### src/rtl/noc_output_arbiter.sv
// Purpose : round-robin, packet-locked (wormhole) arbiter sharing one four-phase req/ack output link among NUM_IN inputs.
// Latency : out_req rises one clock after the winning in_req is sampled; each flit then follows the four-phase handshake.
// Backpres: a stalled out_ack holds out_req/out_data steady and withholds in_ack; losing inputs wait unacknowledged.
//
// Ports:
//   clk, rst          clock, synchronous active-high reset
//   in_req/in_ack     per-input four-phase handshake; in_ack is one-hot (granted input) or zero
//   in_data           NUM_IN flits, input i at [i*n +: n]
//   out_req/out_ack   downstream four-phase handshake
//   out_data          registered flit presented downstream
//   grant_idx, busy   granted input and packet-in-progress flag
module noc_output_arbiter #(
    parameter int n       = 32,
    parameter int NUM_IN  = 4,
    parameter int LEN_LSB = 0,
    parameter int LEN_W   = 8,
    localparam int IDXW   = (NUM_IN > 1) ? $clog2(NUM_IN) : 1
) (
    input  logic                  clk,
    input  logic                  rst,
    input  logic [NUM_IN-1:0]     in_req,
    output logic [NUM_IN-1:0]     in_ack,
    input  logic [NUM_IN*n-1:0]   in_data,
    output logic                  out_req,
    input  logic                  out_ack,
    output logic [n-1:0]          out_data,
    output logic [IDXW-1:0]       grant_idx,
    output logic                  busy
);

    typedef enum logic [2:0] {
        IDLE      = 3'd0,
        XFER      = 3'd1,
        ACK_SRC   = 3'd2,
        RELEASE   = 3'd3,
        WAIT_FLIT = 3'd4
    } state_t;

    state_t              state, state_nxt;
    logic [IDXW-1:0]     rr_ptr, rr_nxt;
    logic [LEN_W-1:0]    flits_left, flits_nxt;
    logic [IDXW-1:0]     grant_nxt;
    logic [n-1:0]        data_nxt;

    logic                win_found;
    logic [IDXW-1:0]     win_idx;
    logic [n-1:0]        win_flit;
    logic [n-1:0]        gnt_flit;
    logic [NUM_IN-1:0]   ack_nxt;
    int                  scan_idx;

    // Round-robin pick: first requester at or after rr_ptr, wrapping.
    always_comb begin
        win_found = 1'b0;
        win_idx   = '0;
        scan_idx  = 0;
        for (int k = 0; k < NUM_IN; k++) begin
            scan_idx = (int'(rr_ptr) + k) % NUM_IN;
            if (!win_found && in_req[IDXW'(scan_idx)]) begin
                win_found = 1'b1;
                win_idx   = IDXW'(scan_idx);
            end
        end
    end

    // Flit muxes for the arbitration winner (header) and the locked grant (body).
    always_comb begin
        win_flit = '0;
        gnt_flit = '0;
        for (int i = 0; i < NUM_IN; i++) begin
            if (IDXW'(i) == win_idx)   win_flit = in_data[i*n +: n];
            if (IDXW'(i) == grant_idx) gnt_flit = in_data[i*n +: n];
        end
    end

    always_comb begin
        state_nxt = state;
        grant_nxt = grant_idx;
        data_nxt  = out_data;
        flits_nxt = flits_left;
        rr_nxt    = rr_ptr;
        unique case (state)
            IDLE: begin
                if (win_found) begin
                    state_nxt = XFER;
                    grant_nxt = win_idx;
                    data_nxt  = win_flit;
                    flits_nxt = win_flit[LEN_LSB +: LEN_W];
                end
            end
            XFER: begin
                if (out_ack) state_nxt = ACK_SRC;
            end
            ACK_SRC: begin
                if (!in_req[grant_idx]) state_nxt = RELEASE;
            end
            RELEASE: begin
                if (!out_ack) begin
                    if (flits_left == '0) begin
                        state_nxt = IDLE;
                        rr_nxt    = (grant_idx == IDXW'(NUM_IN - 1)) ? '0 : grant_idx + 1'b1;
                    end else begin
                        state_nxt = WAIT_FLIT;
                        flits_nxt = flits_left - 1'b1;
                    end
                end
            end
            WAIT_FLIT: begin
                // Body flits are forwarded verbatim; other inputs are ignored.
                if (in_req[grant_idx]) begin
                    state_nxt = XFER;
                    data_nxt  = gnt_flit;
                end
            end
            default: state_nxt = IDLE;
        endcase
    end

    // Handshake outputs are registered from the next state so they never glitch.
    always_comb begin
        ack_nxt = '0;
        if (state_nxt == ACK_SRC || state_nxt == RELEASE) begin
            for (int i = 0; i < NUM_IN; i++) begin
                ack_nxt[i] = (IDXW'(i) == grant_nxt);
            end
        end
    end

    always_ff @(posedge clk) begin
        if (rst) begin
            state      <= IDLE;
            grant_idx  <= '0;
            out_data   <= '0;
            flits_left <= '0;
            rr_ptr     <= '0;
            out_req    <= 1'b0;
            in_ack     <= '0;
            busy       <= 1'b0;
        end else begin
            state      <= state_nxt;
            grant_idx  <= grant_nxt;
            out_data   <= data_nxt;
            flits_left <= flits_nxt;
            rr_ptr     <= rr_nxt;
            out_req    <= (state_nxt == XFER) || (state_nxt == ACK_SRC);
            in_ack     <= ack_nxt;
            busy       <= (state_nxt != IDLE);
        end
    end

endmodule

### config.mk
export PLATFORM = sky130hd
export DESIGN_NAME = noc_output_arbiter
export DESIGN_NICKNAME = d
export VERILOG_FILES = /design/src/rtl/noc_output_arbiter.sv
export SDC_FILE = /design/constraint.sdc
export NUM_CORES = 1
export LEC_CHECK = 0
export ABC_AREA = 1
export CAP_MARGIN = 20
export CORE_ASPECT_RATIO = 0.9
export CORE_MARGIN = 5
export CORE_UTILIZATION = 47
export CTS_BUF_LIST = sky130_fd_sc_hd__clkbuf_8
export CTS_CLUSTER_DIAMETER = 200
export CTS_CLUSTER_SIZE = 14
export DETAILED_ROUTE_END_ITERATION = 6
export PLACE_DENSITY = 0.95
export SLEW_MARGIN = 40
export SYNTH_ARGS = -nofsm -noshare
export SYNTH_HDL_FRONTEND = slang
export SYNTH_SLANG_ARGS = --single-unit
### constraint.sdc
create_clock -name clk -period 2.4 [get_ports clk]
set_input_delay 0.72 -clock clk [delete_from_list [all_inputs] [get_ports clk]]
set_output_delay 0.72 -clock clk [all_outputs]
set_load 0.02 [all_outputs]
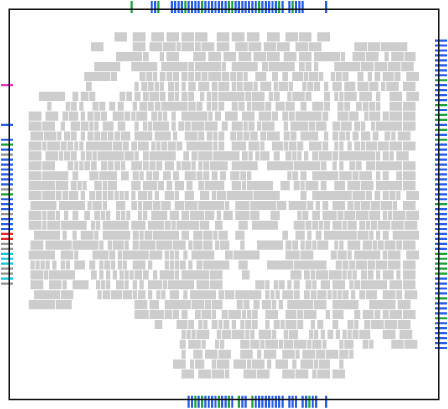
pinout.png
Pins as bars across the die edge, other pins in gray.
Key: in_data = blue [pins 128, direction input, edge 49 east, 35 north, 29 south, 15 west]; grant_idx = red [pins 2, direction output, edge west]; in_req = cyan [pins 4, direction input, edge west]; out_data = green [pins 32, direction output, edge 14 east, 9 north, 7 south, 2 west]; clk = magenta [pins 1, direction input, edge west]
All pins by edge: 63 east, 44 north, 36 south, 32 west.
Die Span X: 117 um
Die H: 107 um
PortBufs: 174

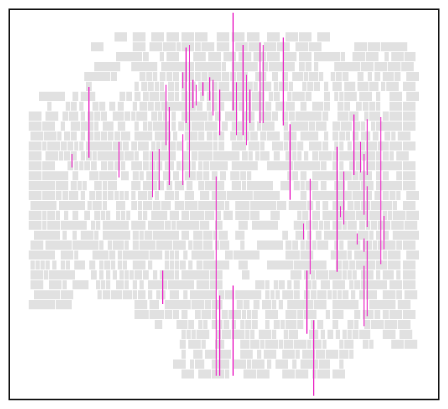
m4.png
The layer carries 777 um of wire. The wires run mostly vertical. The longest straight run is 54.4 um. The layer holds 3.9% of the routed length. 45 nets have wire on it.
Post-Route WL: 20000 um
vias: 6658

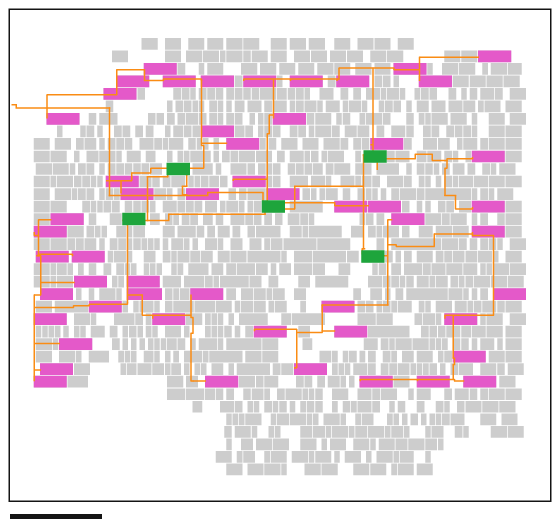
clock_wires.png
The bar under the picture is 20 um long.
Key: flip-flops = magenta [count 53]; clock wires = orange [length 776 um]; clock-net drivers = green [count 5]
There are 6 routed clock nets.
clock group share of total power: 0.145
clock-net power: 678 uW
Late-Pin Clk Latency: 0.33 ns

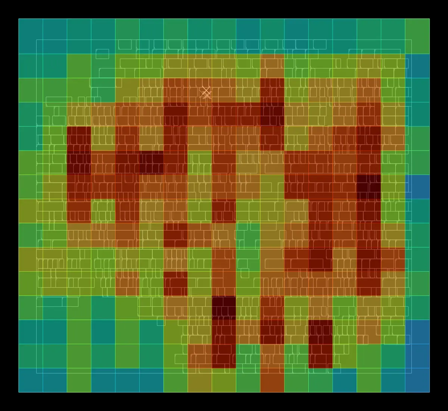
congestion_map.png
utilization after layout: 0.720
gr usage total: 0.288
grt peak-use layer: met2

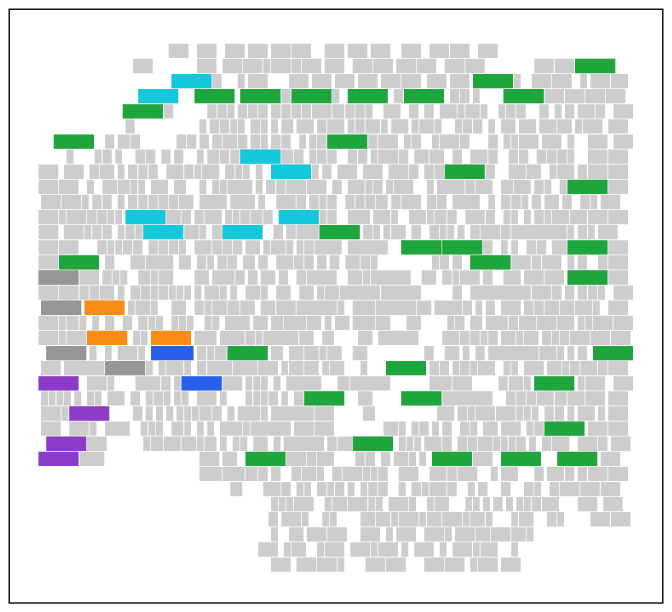
ff_map.png
Key: rr_ptr = blue [placed flops 2]; state = orange [placed flops 3]; in_ack = purple [placed flops 4]; out_data = green [placed flops 32]; flits_left = cyan [placed flops 8]
Another 4 sequential cells are not colored.
P_seq: 1.22 mW
sequential cell area: 0.00106 mm^2
Seq/total area: 0.145

==> flow_summary.yaml <==
# yosys + openroad results
critical_path:
  path_cells: "dlygate4sd2_1, inv_1, nand2_1, nand3_2, nand2_4, nor2_8, buf_4, nand4_4, nand2_8, nor2_4, buf_4, buf_6, a21oi_2, nand2_1, a21oi_1"
  arrival_ns: 2.64
  worst_r2r_path_depth: 15
  r2r-end: "out_data[16]$_SDFFE_PP0P_"
  slowest_delay_ns: 0.26
  crit_required_ns: 2.64
route:
  drc: 7
  avgViaCountPerCell: 6.03
  drt_iter0_drc: 1128
logic_synthesis:
  ys_sh_adder: 0.0154
  yosys_cells: 787
  fp_nets: 928
  edf_count: 0
  yosysWarnings: 0
  yosys-top-cells-count: "nand2_1 (148), a21oi_1 (106), nand3_1 (84), inv_1 (76), o21ai_0 (61)"
  numSynthFlops: 53
  synth_cells: 787
  yosys.area_share.aoi: 0.302
  xor_share: 0.00898
power:
  p_leak_nw: 3.22
  internal-power_mw: 2.66
  power_frac_seq: 0.261
layout:
  comb_area_mm2: 0.00331
outcome:
  violations: "design-rule violations"
  outcome: "complete, but fails checks"
clock_tree:
  cts.clk_slew.worst_paths_ns: 0.11
  clock-root-buffer: "clkbuf_8"
  htreeDepth: 2
  cts_buffer_depth: 2
  ctsHoldBuffers: 0
  cts_buffers: 5
timing:
  max_slew_margin: 0.559
  setup_violations: 0
floorplan:
  chipArea_mm2: 0.0125
min_path:
  hold_start: "out_data[28]$_SDFFE_PP0P_"
-- stage by stage --
step | cell area [um^2] | power (mW) | instances | setup TNS [ns]
6_report | 7340 | 4.69 | 1104 | 0
5_1_grt | 7340 | 4.97 | 1104 | -0.105
4_1_cts | 7110 | 4.56 | 1093 | -0.000216
3_5_place_dp | 6880 | 3.82 | 1078 | -16.78
3_3_place_gp | 6880 | 3.76 | 1078 | -14.33
2_1_floorplan | 4880 | 2.76 | 787 | 0
-- worst reg2reg max path, delay by kind of cell, from the launching register on --
kind,cells,cell delay [ns]
and+or+nand+nor,9,0.84
buffers and inverters,4,0.53
DFF,1,0.50
AOI/OAI and AO/OA,2,0.31
-- how the worst max path moves through the flow --
| stage | to | cells after the start | slack (ns) | startpoint |
|---|---|---|---|---|
| floorplan | flits_left[0]$_SDFFE_PP0P_ | 13 | 0.25 | in_req[2] |
| global placement | out_data[26]$_SDFFE_PP0P_ | 16 | -0.34 | in_req[3] |
| detailed placement | out_data[31]$_SDFFE_PP0P_ | 16 | -0.41 | in_req[1] |
| CTS | out_data[31]$_SDFFE_PP0P_ | 13 | -0.0002 | in_req[2] |
| global route | out_data[16]$_SDFFE_PP0P_ | 15 | -0.08 | in_req[1] |
| finish | out_data[16]$_SDFFE_PP0P_ | 15 | 0.0008 | in_req[1] |
-- cell type report --
cell class,instances,share of cell area
repair buffers,234,0.321
well taps,129,0.0220
flip-flops and latches,53,0.145
inverters,86,0.0453
multi-input cells,594,0.451
clock inverters,2,0.00511
clock buffers,6,0.0112
-- power by group through the flow --
| stage | Combinational [mW] | Sequential, mW | Clock (mW) |
|---|---|---|---|
| final | 2.79 | 1.22 | 0.678 |
| after global routing | 3.00 | 1.25 | 0.718 |
| after CTS | 2.65 | 1.22 | 0.688 |
| after detailed placement | 2.59 | 1.23 | 0 |
| after global placement | 2.54 | 1.23 | 0 |
| after floorplan | 1.36 | 1.40 | 0 |
-- layer usage --
metal  up-vias  part of all wire  routed length [um]  GRT usage
li1       3072                 -                   -          -
met1      2935              0.37                7510      0.368
met2       551              0.45                9070      0.469
met3       100              0.13                2660     0.0749
met4         0             0.039                 777      0.106
met5         -                 0                   0          0
-- layout by cell type (no fill, tap or decap), types with 3 or more instances in the layout --
cell type	synthesis	routed
ha_1	6	6
a21oi_2	5	23
o22ai_1	8	8
buf_4	3	45
dlymetal6s2s_1	0	3
nand2_2	7	9
nand4_1	6	6
clkdlybuf4s50_1	0	170
buf_12	0	7
nor2_4	2	5
nand2_4	3	5
nand3_2	12	14
o21ai_1	20	23
xnor2_1	3	3
a21oi_1	106	88
o211ai_1	21	21
nand3_1	84	81
nand2_1	148	145
o31ai_1	11	11
dfxtp_1	53	52
nor2_1	53	50
o21ai_0	61	58
buf_6	5	3
clkbuf_8	0	6
a221oi_1	19	19
inv_2	7	8
inv_1	76	73
-- state kept, by name, indices dropped and copies added, names as in the netlist --
register,flops
grant_idx,2
out_data,32
rr_ptr,2
state,3
flits_left,8
out_req,1
busy,1
in_ack,4
-- what timing repair did --
item                                    in CTS  in global routing
cloned                                       3                  4
endpoints found under the setup margin      33                 44
setup buffers                                4                  7
resized                                     13                 32
pin swaps                                    8                  8
Power and IR drop assume default switching activity.
